==> config.mk <==
export PLATFORM = sky130hd
export DESIGN_NAME = simon_game_engine
export DESIGN_NICKNAME = d
export VERILOG_FILES = /design/src/rtl/simon_game_engine.sv
export SDC_FILE = /design/constraint.sdc
export NUM_CORES = 1
export LEC_CHECK = 0
export CAP_MARGIN = 10
export CORE_MARGIN = 5
export CORE_UTILIZATION = 40
export CTS_CLUSTER_SIZE = 14
export DETAILED_ROUTE_END_ITERATION = 8
export SETUP_SLACK_MARGIN = 0.05
export SYNTH_ARGS = -nofsm -noshare
export SYNTH_HDL_FRONTEND = slang
export SYNTH_SLANG_ARGS = --single-unit
==> constraint.sdc <==
create_clock -name clk -period 2.6 [get_ports clk]
set_input_delay 0.26 -clock clk [delete_from_list [all_inputs] [get_ports clk]]
set_output_delay 0.26 -clock clk [all_outputs]
set_load 0.005 [all_outputs]
Figure 1. Clock routing (run 1).
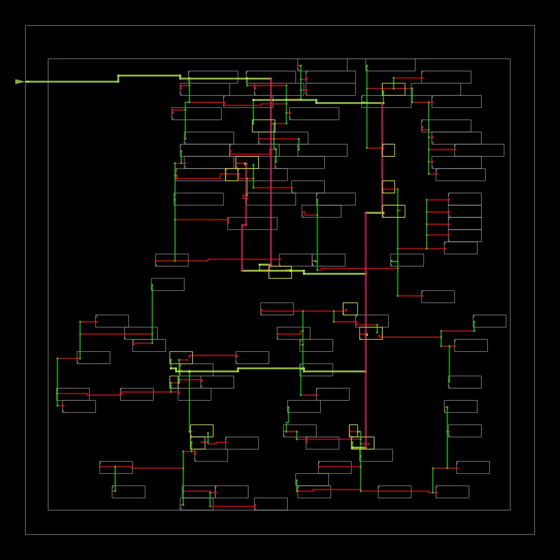
clock latency on the worst-skew pair: 0.38 ns
CTS sink cnt: 86
Clk power: 0.860 mW
seq_cells: 86

Figure 2. Met2 routing (run 1).
The bar under the picture is 20 um long.
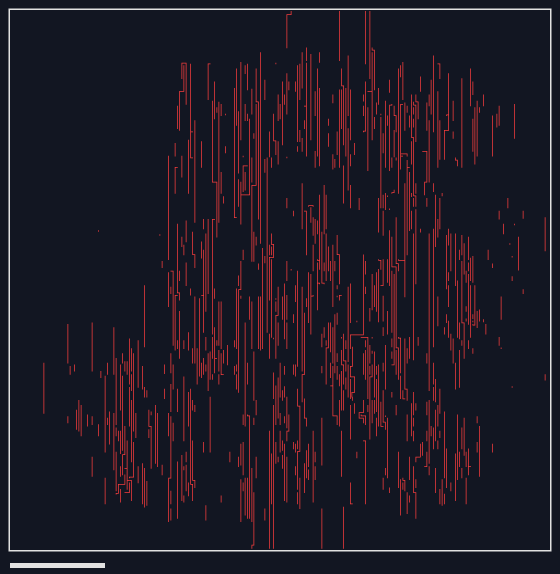
wire length on this layer = 4,230 um
main direction = vertical
share of all routed wire = 45%
DR vias: 3,230
total wire length: 9.354 mm
Global Route met2 Usage: 0.2364

Figure 3. The metal 3 layer (run 1).
The bar under the picture is 20 um long.
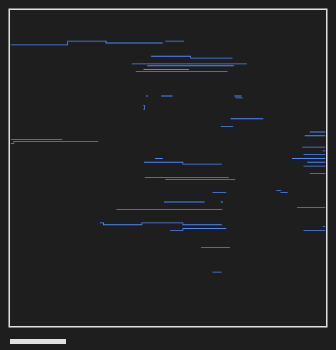
nets with wire on the layer = 33
share of all routed wire = 6.3%
longest straight run = 40.9 um
wire length on this layer = 591 um
GR Layer Usage met3: 0.04456

==> results.cfg, run 1 <==
; synthesis and place-and-route metrics
[run_status]
status = finished, final reports clean

[power_and_ir_drop]
p_clk_frac = 0.271
p_comb_frac = 0.250
p_per_area_nw_per_um2 = 641.5
switchingPower_mw = 1.027
pwr-share-seq = 0.479
power_leakage_nw = 1.710
swShare = 0.3236
internal_power_mw = 2.146
vdd_ir_drop_max_v = 0.0002272

[logic_synthesis]
top_cell_area_share = 0.2522
ys_seq_frac = 0.4764
synth_area_um2 = 4287
top_cells_by_area = dfxtp_1, edfxtp_1, nor2_1, xor2_1, ha_1
yosys_area_um2 = 4287
yosys_warnings = 0
synth-async-reset-ratio = 0
synth.avg_cell_area_um2 = 9.809
ys_cells = 437
ff_type = dfxtp_1
synth_flops = 86
synth_nets = 456
synth.top_cells.by_count = nor2_1, dfxtp_1, edfxtp_1
synth.distinct_cells = 62
edf_count = 32
largest_area_cell = dfxtp_1
netlist_instances = 437
yosysMostFrequentCell = nor2_1

[route]
wl_met1_mm = 4.392
ant_nets = 0
viasPerCell = 5.261
wl_met3_um = 590
maxUsedRoutingLayer = met4
drt-initial-drc-count = 226
routedWlPerCell_um = 15.23
drcViolationCount = 0
wl_met2_mm = 4.228
dr.pass1.iters = 4

[setup_path]
crit_chain = inv_1, ha_1, xnor2_1, o2bb2ai_2, a2111oi_4, buf_4, nor2_1, o211a_1, o21ai_2, mux2_2
r2r_cells = 10
regToRegSetupSlack_ns = 0.18
startpoint_type = flop
endpoint_kind = flop
cp_num_buf_inv = 2
cp.arrival_ns = 2.69
critPathKind = flop to flop
slowest_stage = a2111oi_4
crit_family = AND-OR/OR-AND gates
path_max_fanout = 6
crit_path_max_incr_delay_ns = 0.36
required_ns = 2.87
crit_cells = 10

[placed_design]
placed_area_um2 = 4752
hpwl_mm = 7.037
port_buffers = 23
gp_congestion = 0.8409

[die]
fp.dieH_um = 113.5
ioPinCount = 24
row_count = 37
die-area_um2 = 12890
core_util_floorplan = 0.4134
core_area_um2 = 10370
die.size.x_um = 113.5

[job]
max_cap_violations = 0
warnings = 31

[global_routing]
grt_pass1_vias = 3103
grt_pass1_wl_mm = 15.28
grt.total_usage = 0.1507
antenna_found_initial = 0
grt_max_degree = 17
grt_overflow_total = 0

[cts]
cts-root-buf = clkbuf_8
cts.clk_slew.worst_paths_ns = 0.09
ctsHoldBuffers = 0
ctsLongestPathBuffers = 2
cts_tree = yes
post_cts_buffers = 0
htreeDepth = 3
numCtsBuffers = 9

[final_timing]
slew_violations = 0
rsz0062_at_grt = false
post-route-period-util = 0.9303
clock_skew_ns = 0.009286
period_needed_ns = 2.419
relSlewSlack = 0.6332
tns_ns = 0
fmax_ghz = 0.4135
hold_viol_final = 0
tightest_slew_ns = 0.5485
hold_slack_ns = 0.4676
setup_viol = 0

[cells_and_area]
fin_nets = 492
final_area_um2 = 4946
area_growth_pct = 15.38
logic_area_um2 = 2105
fillCellCount = 987
layout-drive-gt1-share = 0.1381
largest_reg_flops = 32
ff_latch_area_um2 = 2049
diodes = 0
postLayoutCoreUtil = 0.4770

[worst_hold_path]
whs_path_depth = 1
hold_class = flop to flop
-- run 1: metrics by stage --
step	instances	setup slack, ns	power (mW)
floorplan	437	0.1080	2.092
global placement	598	0.1059	2.318
detailed placement	598	-0.01288	2.333
CTS	614	0.1190	3.185
global route	614	0.03636	3.348
finish	614	0.1813	3.173
-- run 1: power groups by stage --
| stage | clock, mW | sequential [mW] | combinational (mW) |
|---|---|---|---|
| floorplan | 0 | 1.52 | 0.570 |
| global placement | 0 | 1.55 | 0.767 |
| detailed placement | 0 | 1.55 | 0.781 |
| CTS | 0.878 | 1.52 | 0.785 |
| global route | 0.937 | 1.53 | 0.878 |
| finish | 0.860 | 1.52 | 0.792 |
-- run 1: placed cells by master (no fill, tap or decap), types with 15 or more instances in the layout --
cell type        netlist  final
nand3_1               16     16
nor2_1                59     59
a21oi_1               23     23
o21ai_0               15     15
inv_1                 18     18
buf_4                  2     20
nand2_1               30     30
xor2_1                18     18
dfxtp_1               54     52
edfxtp_1              32     32
clkdlybuf4s50_1        0     23
-- run 1: what timing repair did --
item | CTS | global route
hold endpoints to repair | 0 | 0
cloned | 0 | 0
resized | 3 | 5
pin swaps | 0 | 0
setup endpoints to repair | 8 | 11
-- run 1: layer usage --
metal,GRT usage,up-vias
met5,0,-
met4,0.06651,0
met3,0.04456,11
met2,0.2364,63
met1,0.1925,1521
li1,-,1635
-- run 1: layout make-up --
cell class	instances	share of cell area
Timing Repair Buffer	43	0.07690
Inverter	18	0.01366
Tap cell	136	0.03440
Sequential cell	86	0.4144
Clock inverter	7	0.01012
Multi-Input combinational cell	315	0.4255
Clock buffer	9	0.02504
-- run 1: kinds of logic (layout without fill, tap and decap cells) --
group | count (synthesis) | after routing | share of synthesized area
muxes | 23 | 23 | 0.06480
adders and majority gates | 11 | 11 | 0.03211
buffers and inverters | 36 | 77 | 0.03561
AOI/OAI and AO/OA | 73 | 73 | 0.1191
and+or+nand+nor | 181 | 181 | 0.2151
xor gates and xnor gates | 27 | 27 | 0.05692
DFF | 86 | 86 | 0.4764
==> run 2: changes to the inputs <==
--- a/config.mk
+++ b/config.mk
@@ -10,6 +10,7 @@
 export CORE_UTILIZATION = 40
 export CTS_CLUSTER_SIZE = 14
 export DETAILED_ROUTE_END_ITERATION = 8
+export GPL_ROUTABILITY_DRIVEN = 0
 export SETUP_SLACK_MARGIN = 0.05
 export SYNTH_ARGS = -nofsm -noshare
 export SYNTH_HDL_FRONTEND = slang
Figure 4. The metal 3 layer (run 2).
The bar under the picture is 20 um long.
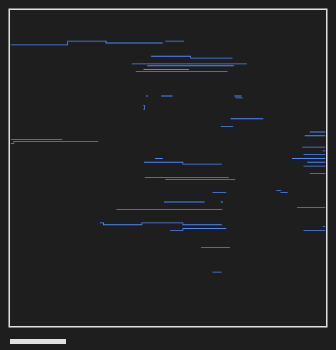
longest straight run = 40.9 um
main direction = horizontal
wire length on this layer = 591 um

==> run 2 against run 1 <==
  * Sequential share of layout area stayed put
  * Routed wire length unchanged
  * Clock power about the same
  * First-iteration DRC count did not move
  * Cell count is the same
  * Utilization unchanged
  * Sequential power barely moved
  * Clock skew is the same
  * Synthesized cell count unchanged
  * Combinational power barely moved
  * Register-to-register slack about the same
  * Hold slack did not move
  * Highest routed layer unchanged
==> results.cfg, run 2 <==
; synthesis and place-and-route metrics
[global_routing]
grt_pass1_wl_mm = 15.28
grt_max_degree = 17
grt_pass1_vias = 3103
antenna_found_initial = 0
grt_overflow_total = 0
grt.total_usage = 0.1507

[logic_synthesis]
yosys_area_um2 = 4287
ys_sh_xor = 0.05692
yosys.area_share.simple = 0.2151
top_cells_by_area = dfxtp_1, edfxtp_1, nor2_1, xor2_1, ha_1
compound_area_frac = 0.1191
ys_cells = 437
edf_count = 32
synth.avg_cell_area_um2 = 9.809
yosys_warnings = 0
synth.distinct_cells = 62
largest_area_cell = dfxtp_1
netlist_instances = 437
synth-async-reset-ratio = 0
ff_type = dfxtp_1
mux_area_frac = 0.06480
fa_ha_area_frac = 0.03211
synth_flops = 86
synth.top_cells.by_count = nor2_1, dfxtp_1, edfxtp_1
yosysMostFrequentCell = nor2_1
ys_seq_frac = 0.4764
synth_area_um2 = 4287
synth_nets = 456
logic_family = simple AND/OR/NAND/NOR gates
top_cell_area_share = 0.2522

[power_and_ir_drop]
p_per_area_nw_per_um2 = 641.5
vdd_ir_drop_max_v = 0.0002272
power.total_mw = 3.173
power_leakage_nw = 1.710

[final_timing]
fmax_ghz = 0.4135
post-route-period-util = 0.9303
rsz0062_at_grt = false
relSlewSlack = 0.6332
period_needed_ns = 2.419
slew_violations = 0
hold_viol_final = 0
setup_slack_ns = 0.1813
tightest_slew_ns = 0.5485
tns_ns = 0
setup_viol = 0

[worst_hold_path]
hold_class = flop to flop
whs_path_depth = 1

[cells_and_area]
largest_reg_flops = 32
lay_top_count = nor2_1
area_growth_pct = 15.38
layout-drive-gt1-share = 0.1381
diodes = 0
final_area_um2 = 4946
fin_nets = 492
final_cell_mix = nor2_1, dfxtp_1, edfxtp_1, nand2_1

[route]
routedWlPerCell_um = 15.23
dr.pass1.iters = 4
viasPerCell = 5.261
drcViolationCount = 0
drt-initial-drc-count = 226
drt-total-wl_mm = 9.354
ant_nets = 0
vias = 3230

[cts]
cts_tree = yes
ctsHoldBuffers = 0
cts-root-buf = clkbuf_8
cts.clk_slew.worst_paths_ns = 0.09
post_cts_buffers = 0
ctsLongestPathBuffers = 2
cts_sinks = 86
htreeDepth = 3
clock_latency_ns = 0.38

[setup_path]
startpoint_type = flop
cp.arrival_ns = 2.69
endpoint_kind = flop
critPathKind = flop to flop
regToRegSetupSlack_ns = 0.18
required_ns = 2.87
path_max_fanout = 6
r2r_cells = 10

[placed_design]
port_buffers = 23
pre_cts_ws_ns = -0.01288
placed_area_um2 = 4752
hpwl_mm = 7.037

[job]
warnings = 31
max_cap_violations = 0

[run_status]
status = finished, final reports clean

[die]
die.size.x_um = 113.5
fp.dieH_um = 113.5
row_count = 37
core_util_floorplan = 0.4134
ioPinCount = 24
die-area_um2 = 12890
core_area_um2 = 10370
Figure 5. Clock routing (run 2).
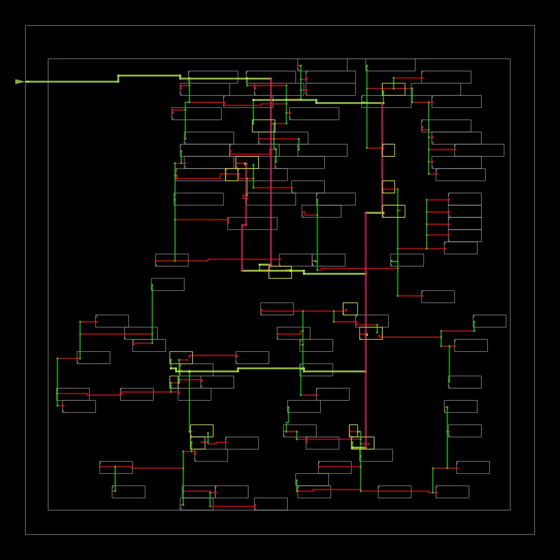
Worst Clk Skew: 0.009286 ns
CTS Buf Count: 9
clock buf count: 9

## run 2: cell counts after synthesis
No cell type changed its count.
## run 2: what timing repair did
| action | CTS | global route |
|---|---|---|
| setup endpoints to repair | 8 | 11 |
| endpoints found under the hold margin | 0 | 0 |
| gates resized | 3 | 5 |
## run 2: stage by stage
stage / util / instances / hold WS (ns)
final: 0.4770 / 614 / 0.4676
after global routing: 0.4770 / 614 / 0.5034
after CTS: 0.4754 / 614 / 0.4689
after detailed placement: 0.4583 / 598 / 0.4474
after global placement: 0.4583 / 598 / 0.4416
after floorplan: - / 437 / 0.3589
## run 2: critical path: stages, from the launching register on
cell and delay, ns:
dfxtp_1 0.33, inv_1 0.06, ha_1 0.28, xnor2_1 0.16
o2bb2ai_2 0.15, a2111oi_4 0.36, buf_4 0.22, nor2_1 0.08
o211a_1 0.14, o21ai_2 0.17, mux2_2 0.35
## run 2: area by class of cell
class / count / area (um2)
multi-input cells: 315 / 2105
well taps: 136 / 170.2
repair buffers: 43 / 380.4
inverters: 18 / 67.56
clock buffers: 9 / 123.9
fillers: 987 / 5424
flip-flops and latches: 86 / 2049
clock inverters: 7 / 50.05
## run 2: kinds of logic (layout without fill, tap and decap cells)
family                   Yosys count  in the layout
AND/OR/NAND/NOR                  181            181
buffers and inverters             36             77
multiplexers                      23             23
XOR/XNOR                          27             27
AND-OR/OR-AND                     73             73
adder cells (fa/ha/maj)           11             11
flip-flops                        86             86
## run 2: power breakdown
part / leakage [nW] / internal (mW) / switching, mW / total [mW]
clock network: 0.0740 / 0.346 / 0.514 / 0.860
registers: 0.726 / 1.45 / 0.0714 / 1.52
logic: 0.910 / 0.351 / 0.441 / 0.792
## run 2: routing by layer
layer | part of all wire | vias to the layer above | wire (um) | GRT usage
li1 | - | 1635 | - | -
met1 | 0.47 | 1521 | 4392 | 0.1925
met2 | 0.45 | 63 | 4228 | 0.2364
met3 | 0.063 | 11 | 590 | 0.04456
met4 | 0.015 | 0 | 143 | 0.06651
met5 | 0 | - | 0 | 0
No activity file was given, so power comes from the tool's default toggle rates.
